Fig. 1: run 1, clock distribution
Bar = 20 um.
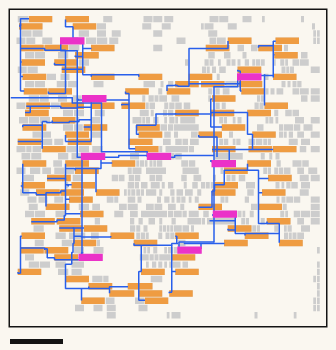
Fig. 2: run 1, clock routing
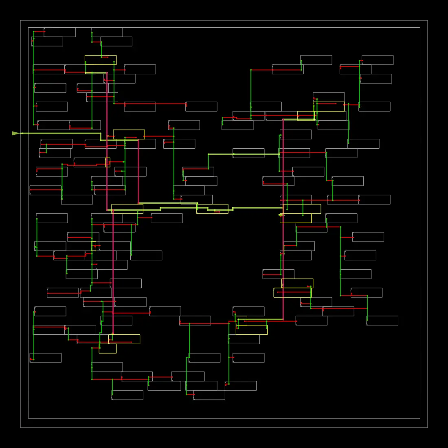
Fig. 3: run 1, a small window of the routed layout
Window x 74 to 104, y 15 to 45 um. Cells in gray, sequential cells in the stronger gray; small squares are vias.
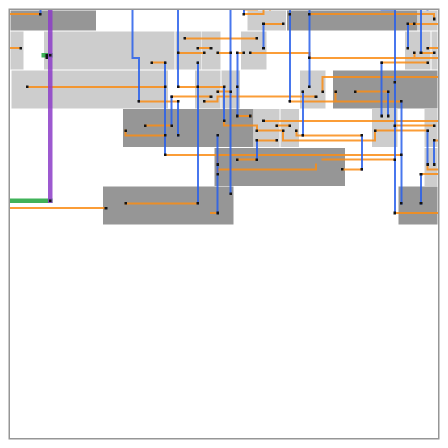
## src/rtl/pad_spi_wb_bridge.sv

```systemverilog
// SPI (mode 0) slave to Wishbone master bridge: 0x01 A D[31:0] writes, 0x02 A dummy
// reads; the SPI pads are oversampled in the wb_clk_i domain.
module pad_spi_wb_bridge #(
    parameter logic [31:0] ADDR_BASE  = 32'h3000_0000,
    parameter int unsigned WB_TIMEOUT = 32
) (
    input  logic        wb_clk_i,
    input  logic        wb_rst_i,
    input  logic        spi_sck_i,
    input  logic        spi_csb_i,
    input  logic        spi_mosi_i,
    output logic        spi_miso_o,
    output logic        spi_miso_oeb_o,
    output logic        wbm_cyc_o,
    output logic        wbm_stb_o,
    output logic        wbm_we_o,
    output logic [3:0]  wbm_sel_o,
    output logic [31:0] wbm_adr_o,
    output logic [31:0] wbm_dat_o,
    input  logic [31:0] wbm_dat_i,
    input  logic        wbm_ack_i,
    output logic        status_err_o
);

    localparam int            TW        = $clog2(WB_TIMEOUT + 1);
    localparam logic [TW-1:0] TO_LAST   = TW'(WB_TIMEOUT - 1);
    localparam logic [7:0]    CMD_WRITE = 8'h01;
    localparam logic [7:0]    CMD_READ  = 8'h02;

    typedef enum logic [3:0] {
        IDLE, CMD, ADDR, WDATA, WB_WR, WB_RD, DUMMY, RDATA, IGNORE
    } state_t;

    logic sck_meta, sck_sync, sck_prev;
    logic csb_meta, csb_sync;
    logic mosi_meta, mosi_sync;
    logic sck_rise, sck_fall;

    state_t        state, state_n;
    logic [5:0]    bit_cnt, bit_cnt_n;
    logic [7:0]    byte_sr, byte_sr_n, byte_in;
    logic          is_read, is_read_n;
    logic [31:0]   adr_n, dat_n;
    logic [31:0]   rd_sr, rd_sr_n;
    logic [TW-1:0] wb_cnt, wb_cnt_n;
    logic          miso_n, err_n;
    logic          abort_q, abort_n;
    logic          wb_done;

    // NOTE: sequential state uses non-blocking assignments so every flop samples
    // the pre-edge value; blocking here would collapse the 2-FF chain into one.
    always_ff @(posedge wb_clk_i or posedge wb_rst_i) begin
        if (wb_rst_i) begin
            sck_meta  <= 1'b0;
            sck_sync  <= 1'b0;
            sck_prev  <= 1'b0;
            csb_meta  <= 1'b1;
            csb_sync  <= 1'b1;
            mosi_meta <= 1'b0;
            mosi_sync <= 1'b0;
        end else begin
            sck_meta  <= spi_sck_i;
            sck_sync  <= sck_meta;
            sck_prev  <= sck_sync;
            csb_meta  <= spi_csb_i;
            csb_sync  <= csb_meta;
            mosi_meta <= spi_mosi_i;
            mosi_sync <= mosi_meta;
        end
    end

    assign sck_rise = sck_sync & ~sck_prev;
    assign sck_fall = ~sck_sync & sck_prev;

    assign wbm_cyc_o      = (state == WB_WR) || (state == WB_RD);
    assign wbm_stb_o      = wbm_cyc_o;
    assign wbm_we_o       = (state == WB_WR);
    assign wbm_sel_o      = {4{wbm_cyc_o}};
    assign spi_miso_oeb_o = csb_sync;

    assign byte_in = {byte_sr[6:0], mosi_sync};
    assign wb_done = wbm_ack_i || (wb_cnt == TO_LAST);

    // NOTE: every variable gets a default before the case so no path infers a latch.
    always_comb begin
        state_n   = state;
        bit_cnt_n = bit_cnt;
        byte_sr_n = byte_sr;
        is_read_n = is_read;
        adr_n     = wbm_adr_o;
        dat_n     = wbm_dat_o;
        rd_sr_n   = rd_sr;
        wb_cnt_n  = wb_cnt;
        miso_n    = 1'b0;
        err_n     = status_err_o;
        abort_n   = abort_q;

        case (state)
            IDLE: begin
                if (!csb_sync) begin
                    state_n   = CMD;
                    bit_cnt_n = '0;
                end
            end
            CMD: begin
                if (sck_rise) begin
                    byte_sr_n = byte_in;
                    bit_cnt_n = bit_cnt + 6'd1;
                    if (bit_cnt == 6'd7) begin
                        bit_cnt_n = '0;
                        is_read_n = (byte_in == CMD_READ);
                        state_n   = (byte_in == CMD_WRITE || byte_in == CMD_READ) ? ADDR : IGNORE;
                    end
                end
            end
            ADDR: begin
                if (sck_rise) begin
                    byte_sr_n = byte_in;
                    bit_cnt_n = bit_cnt + 6'd1;
                    if (bit_cnt == 6'd7) begin
                        bit_cnt_n = '0;
                        adr_n     = ADDR_BASE | {22'b0, byte_in, 2'b00};
                        wb_cnt_n  = '0;
                        abort_n   = 1'b0;
                        state_n   = is_read ? WB_RD : WDATA;
                    end
                end
            end
            WDATA: begin
                if (sck_rise) begin
                    dat_n     = {wbm_dat_o[30:0], mosi_sync};
                    bit_cnt_n = bit_cnt + 6'd1;
                    if (bit_cnt == 6'd31) begin
                        bit_cnt_n = '0;
                        wb_cnt_n  = '0;
                        abort_n   = 1'b0;
                        state_n   = WB_WR;
                    end
                end
            end
            WB_WR, WB_RD: begin
                // A CSB release here is remembered; the bus cycle always runs to its end.
                if (csb_sync) abort_n = 1'b1;
                if (wbm_ack_i) begin
                    if (state == WB_RD) rd_sr_n = wbm_dat_i;
                end else if (wb_cnt == TO_LAST) begin
                    err_n = 1'b1;
                    if (state == WB_RD) rd_sr_n = '1;
                end else begin
                    wb_cnt_n = wb_cnt + TW'(1);
                end
                if (wb_done) begin
                    bit_cnt_n = '0;
                    if (abort_q || csb_sync) state_n = IDLE;
                    else                     state_n = (state == WB_RD) ? DUMMY : IGNORE;
                end
            end
            DUMMY: begin
                if (sck_rise) begin
                    bit_cnt_n = bit_cnt + 6'd1;
                    if (bit_cnt == 6'd7) begin
                        bit_cnt_n = '0;
                        miso_n    = rd_sr[31];
                        state_n   = RDATA;
                    end
                end
            end
            RDATA: begin
                miso_n = spi_miso_o;
                if (sck_rise) begin
                    bit_cnt_n = bit_cnt + 6'd1;
                    if (bit_cnt == 6'd31) begin
                        miso_n  = 1'b0;
                        state_n = IGNORE;
                    end
                end else if (sck_fall && bit_cnt != 6'd0) begin
                    // Bit 31 was presented on entry, so shift only after the master sampled it.
                    rd_sr_n = {rd_sr[30:0], 1'b0};
                    miso_n  = rd_sr[30];
                end
            end
            IGNORE: ;
            default: state_n = IDLE;
        endcase

        if (csb_sync && state inside {CMD, ADDR, WDATA, DUMMY, RDATA, IGNORE}) begin
            state_n = IDLE;
            miso_n  = 1'b0;
        end
    end

    always_ff @(posedge wb_clk_i or posedge wb_rst_i) begin
        if (wb_rst_i) begin
            state        <= IDLE;
            bit_cnt      <= '0;
            byte_sr      <= '0;
            is_read      <= 1'b0;
            wbm_adr_o    <= '0;
            wbm_dat_o    <= '0;
            rd_sr        <= '0;
            wb_cnt       <= '0;
            spi_miso_o   <= 1'b0;
            status_err_o <= 1'b0;
            abort_q      <= 1'b0;
        end else begin
            state        <= state_n;
            bit_cnt      <= bit_cnt_n;
            byte_sr      <= byte_sr_n;
            is_read      <= is_read_n;
            wbm_adr_o    <= adr_n;
            wbm_dat_o    <= dat_n;
            rd_sr        <= rd_sr_n;
            wb_cnt       <= wb_cnt_n;
            spi_miso_o   <= miso_n;
            status_err_o <= err_n;
            abort_q      <= abort_n;
        end
    end

endmodule

```

## config.mk

```make
export PLATFORM = sky130hd
export DESIGN_NAME = pad_spi_wb_bridge
export DESIGN_NICKNAME = d
export VERILOG_FILES = /design/src/rtl/pad_spi_wb_bridge.sv
export SDC_FILE = /design/constraint.sdc
export NUM_CORES = 1
export LEC_CHECK = 0
export CAP_MARGIN = 20
export CORE_MARGIN = 2
export CORE_UTILIZATION = 40
export CTS_CLUSTER_DIAMETER = 50
export DETAILED_ROUTE_END_ITERATION = 8
export PLACE_DENSITY = 0.65
export SLEW_MARGIN = 20
export SYNTH_ARGS = -nofsm -noshare
export SYNTH_HDL_FRONTEND = slang
export SYNTH_SLANG_ARGS = --single-unit
```

## constraint.sdc

```tcl
create_clock -name wb_clk_i -period 6.9 [get_ports wb_clk_i]
set_clock_uncertainty 0.05 [all_clocks]
set_input_delay 0.69 -clock wb_clk_i [delete_from_list [all_inputs] [get_ports wb_clk_i]]
set_output_delay 0.69 -clock wb_clk_i [all_outputs]
set_load 0.05 [all_outputs]
```

==> notes.md, run 1 <==
Flow results follow.

The critical path endpoint category is a primary output. The final antenna diode tally reported by the flow is 0. After global routing the overflow that remains totals 0. The number of logic inverters in the finished layout is 8. The maximum number of buffers from clock root to sink is 2. After technology mapping, the gate count stands at 493.

The number of buffers and inverters on the critical path is 2. The layout report lists the clock-cell share of area as 0.0507. The per-cell via count in the routed design is 5.05. In the hold timing report, the worst path depth is 0. The total track usage is 0.158. In the log, the iteration count for the first detailed-route pass is 6. The synthesized design spends more area on one cell type than any other, namely dfrtp_1. The startpoint identified for the worst hold timing path is mosi_meta. Switching power as a fraction of the total was reported as 0.325. The flow ran to the end, and the final reports show no timing, DRC or antenna violations. Adding up every negative setup slack in the final design gives 0 ns. The slowest cell on the critical path is clkdlybuf4s50_1.

The largest net degree at the start of global routing is 82. The registers reported with the highest flop counts are rd_sr: 32 flops, wbm_dat_o: 32 flops, wbm_adr_o: 9 flops. The number of instances resized during post-cts repair is 0. The largest delay contributor family on the critical path is buffers and inverters. The critical path endpoint is wbm_stb_o. The floorplan step defined a core boundary enclosing 13100 um2.

Setup repair after global routing left no endpoint under its margin. In the setup report, the worst path falls into the class flip-flop to primary output. The depth of the worst register-to-register path is 5. The actual slew at the worst max-slew pin is 0.791 ns. The number of global-route vias before repair is 3771. The root cell of the clock tree is clkbuf_16. For this run, global-route usage on met3 was measured as 0.0541. In the Yosys stats the netlist draws on 67 distinct library cells.

Registers take 2680 um2. The portion of synthesized area spent on multiplexers is 0.104. In the layout the commonest cells are 105 x dfrtp_1, 89 x clkdlybuf4s50_1, 48 x nand2_1. The floorplan step set the die height to 119 um.

The total routed wire length on the met1 layer is 4860 um. Per the synthesis report, the adder-cell share of the synthesized area is 0.00709. The max-slew violation count is 0. met2 is the most crowded layer. In the final routed layout, each cell accounts on average for 14.4 um.

The worst slew margin relative to its limit is 0.473. The critical path launch point type is a flip-flop. The terminus of the critical flop-to-flop path is rd_sr[30]. The number of enable-type register cells in the synthesized netlist is 0.

The flow measured a signed area growth from synthesis to layout of 22.6%. The layout summary lists the proportion of cells stronger than drive strength 1 as 0.143. The number of cells after detailed placement is 727.

By area, the class that comes first in the final layout consists of registers. The total wire length after detailed routing is 10700 um.
-- Fig. 1 (at the start) --
- blue: clock wires (length 1290 um)
- orange: flip-flops (count 107)
- magenta: clock-net drivers (count 9)
- flops lie: all over the die

-- Fig. 2 (at the start) --
clock net sink count: 107
clock buffer count in the final layout: 13
total number of sequential cells: 107
power in the clock group: 0.563 mW
number of buffers created by CTS: 9

-- Fig. 3 (at the start) --
- orange: M1
- blue: M2
- purple: M4
- green: M3
- sequential cells in the window: 6
- netlist names of flops here include: rd_sr (5), abort_q (1)
- cells with their middle in the window: 22
- most frequent: o21ai_1 (6), dfrtp_1 (6), nand2_1 (4)

==> run 1 -> run 2 <==
--- a/config.mk
+++ b/config.mk
@@ -10,7 +10,7 @@
 export CORE_UTILIZATION = 40
 export CTS_CLUSTER_DIAMETER = 50
 export DETAILED_ROUTE_END_ITERATION = 8
-export PLACE_DENSITY = 0.65
+export PLACE_DENSITY = 0.68
 export SLEW_MARGIN = 20
 export SYNTH_ARGS = -nofsm -noshare
 export SYNTH_HDL_FRONTEND = slang
==> constraint.sdc (replaced) <==
create_clock -name wb_clk_i -period 3 [get_ports wb_clk_i]
set_clock_uncertainty 0.05 [all_clocks]
set_input_delay 0.3 -clock wb_clk_i [delete_from_list [all_inputs] [get_ports wb_clk_i]]
set_output_delay 0.3 -clock wb_clk_i [all_outputs]
set_load 0.05 [all_outputs]
==> run 2 against run 1 <==
Sequential power increased by 130%. Combinational power increased by 140%. Cell area increased by 1.1%. Worst hold slack improved by 0.0012 ns. Critical path type unchanged. Largest cell class unchanged.
==> notes.md, run 2 <==
Flow results follow.

Result of the run: complete, no violations (unchanged). The terminus of the critical flop-to-flop path is bit_cnt[4] (was rd_sr[30]). The power in sequential cells is 1.90 mW (was 0.844 mW). The slowest cell on the critical path is clkdlybuf4s50_1 (unchanged). The cell depth of the worst min-delay path is 0 (unchanged). The number of sinks handled by clock tree synthesis is 107 (unchanged). The final-layout worst hold slack is 0.300 ns (was 0.299 ns).

The root cell of the clock tree is clkbuf_16 (unchanged). The sum of negative setup slack is 0 ns (unchanged). The number of sequential cells in the layout is 107 (unchanged). The type of the worst setup path is flip-flop to primary output (unchanged). The largest driver fanout on the critical path is 9 (was 16). The max-slew violation count is 0 (unchanged).

The fraction of power consumed by the clock network was 0.293 (was 0.297). The source of the worst hold timing path is mosi_meta (unchanged). The number of enable-type register cells in the synthesized netlist was 0 (unchanged). The number of buffers inserted by post-CTS setup repair is 0 (unchanged). The critical path endpoint category is a primary output (unchanged). The total setup violations reported at the end of the flow came to 0 (unchanged).

The footprint of the flip-flops and latches is 2680 um2 (unchanged). The total stage count of the critical path is 4 (unchanged). The area share of fa/ha/maj cells after synthesis is 0.00709 (unchanged). The most frequently used cell type in the post-synthesis netlist is dfrtp_1 (unchanged). The number of cells produced by synthesis is 493 (unchanged). The total wire length after detailed routing is 10800 um (was 10700 um). The most congested layer reported by global routing is met2 (unchanged).

The total clock buffers created by CTS is 9 (unchanged). The count of cell types in the netlist is 67 (unchanged). Setup repair after global routing missed its margin: false (unchanged). The critical path required time is 2.65 ns (was 6.16 ns).

The kind of path behind the tightest hold check is flip-flop to flip-flop (unchanged). Largest registers in the final layout: rd_sr: 32 flops, wbm_dat_o: 32 flops, wbm_adr_o: 9 flops (unchanged). The clock buffer count is 10 (was 13). The post-route fraction of the period consumed by the critical path is 0.873. The number of design rule violations left after detail routing is 0 (unchanged). The portion of netlist area occupied by mux cells came to 0.104 (unchanged). The critical path launch point type is a flip-flop (unchanged). The area growth from synthesis to layout was 23.9% (was 22.6%). The per-cell via count in the routed design was 5.07 (was 5.05). The clock buffer and inverter area fraction after layout is 0.0496 (was 0.0507). The share of the core filled with cells in the final layout is 0.501 (was 0.496). The post-cts hold buffer count came to 0 (unchanged).

The top cell type by total area after synthesis was dfrtp_1 (unchanged). The dominant kind of cell is registers (unchanged). The post-synthesis instance area is 5290 um2 (unchanged). The final standard cell count with taps included and fillers excluded is 748 (was 743). The maximum number of buffers from clock root to sink was 2 (unchanged). The total routed wire length on the met1 layer is 4850 um (was 4860 um). The number of instances resized during post-cts repair came to 0 (unchanged). The area of the core is 13100 um2 (unchanged). The number of maximum-capacitance constraint violations is 0 (unchanged).

Leading cell types in the layout, fill and taps excluded: 105 x dfrtp_1, 89 x clkdlybuf4s50_1, 48 x nand2_1 (unchanged). The total inserted antenna cells is 0 (unchanged). The number of logic inverters in the finished layout is 8 (unchanged). The share of final-layout standard cells stronger than drive strength 1 is 0.154 (was 0.143).

The overall power of the completed layout is 4.36 mW (was 1.89 mW). The global-route track usage on met1 is 0.206 (was 0.211). The vertical die size is 119 um (unchanged). The switching share of power is 0.327 (was 0.325). The largest net degree at the start of global routing is 64 (was 82). The average wire per standard cell is 14.4 um (about the same). The number of global-route vias before repair is 3857 (was 3771). The met3 track demand over resource in global routing is 0.0575 (was 0.0541).

The tap cell count is 176 (unchanged). The count of TritonRoute iterations in the first routing pass is 4 (was 6). The number of cells after detailed placement is 732 (was 727). The actual slew at the worst max-slew pin is 0.658 ns (was 0.791 ns). The combinational group share of total power came to 0.271 (was 0.257). The power consumed by the clock network is 1.28 mW (was 0.563 mW).

The critical path endpoint is wbm_sel_o[3] (was wbm_stb_o). The remaining global-route overflow is 0 (unchanged). The count of H-tree levels built during CTS was 3 (unchanged). The worst slew margin relative to its limit is 0.561 (was 0.473). The total track usage is 0.160 (was 0.158). The number of buffers and inverters on the critical path is 2 (unchanged).

The pre-CTS setup slack was 0.691 ns (was 3.86 ns). The portion of total power attributed to sequential cells is 0.436 (was 0.446). The depth of the worst register-to-register path is 6 (was 5). The largest delay contributor family on the critical path was buffers and inverters (unchanged).
Fig. 4: run 2, drive-strength map
Bar = 20 um.
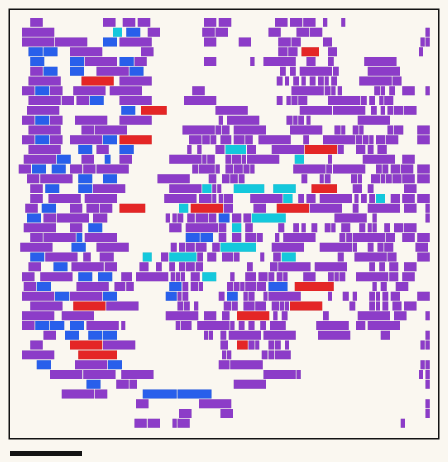
- blue: x2 (cells 56)
- purple: x1 and smaller (cells 484)
- red: x6 and larger (cells 16)
- cyan: x3 and x4 (cells 16)

Power and IR drop assume default switching activity.
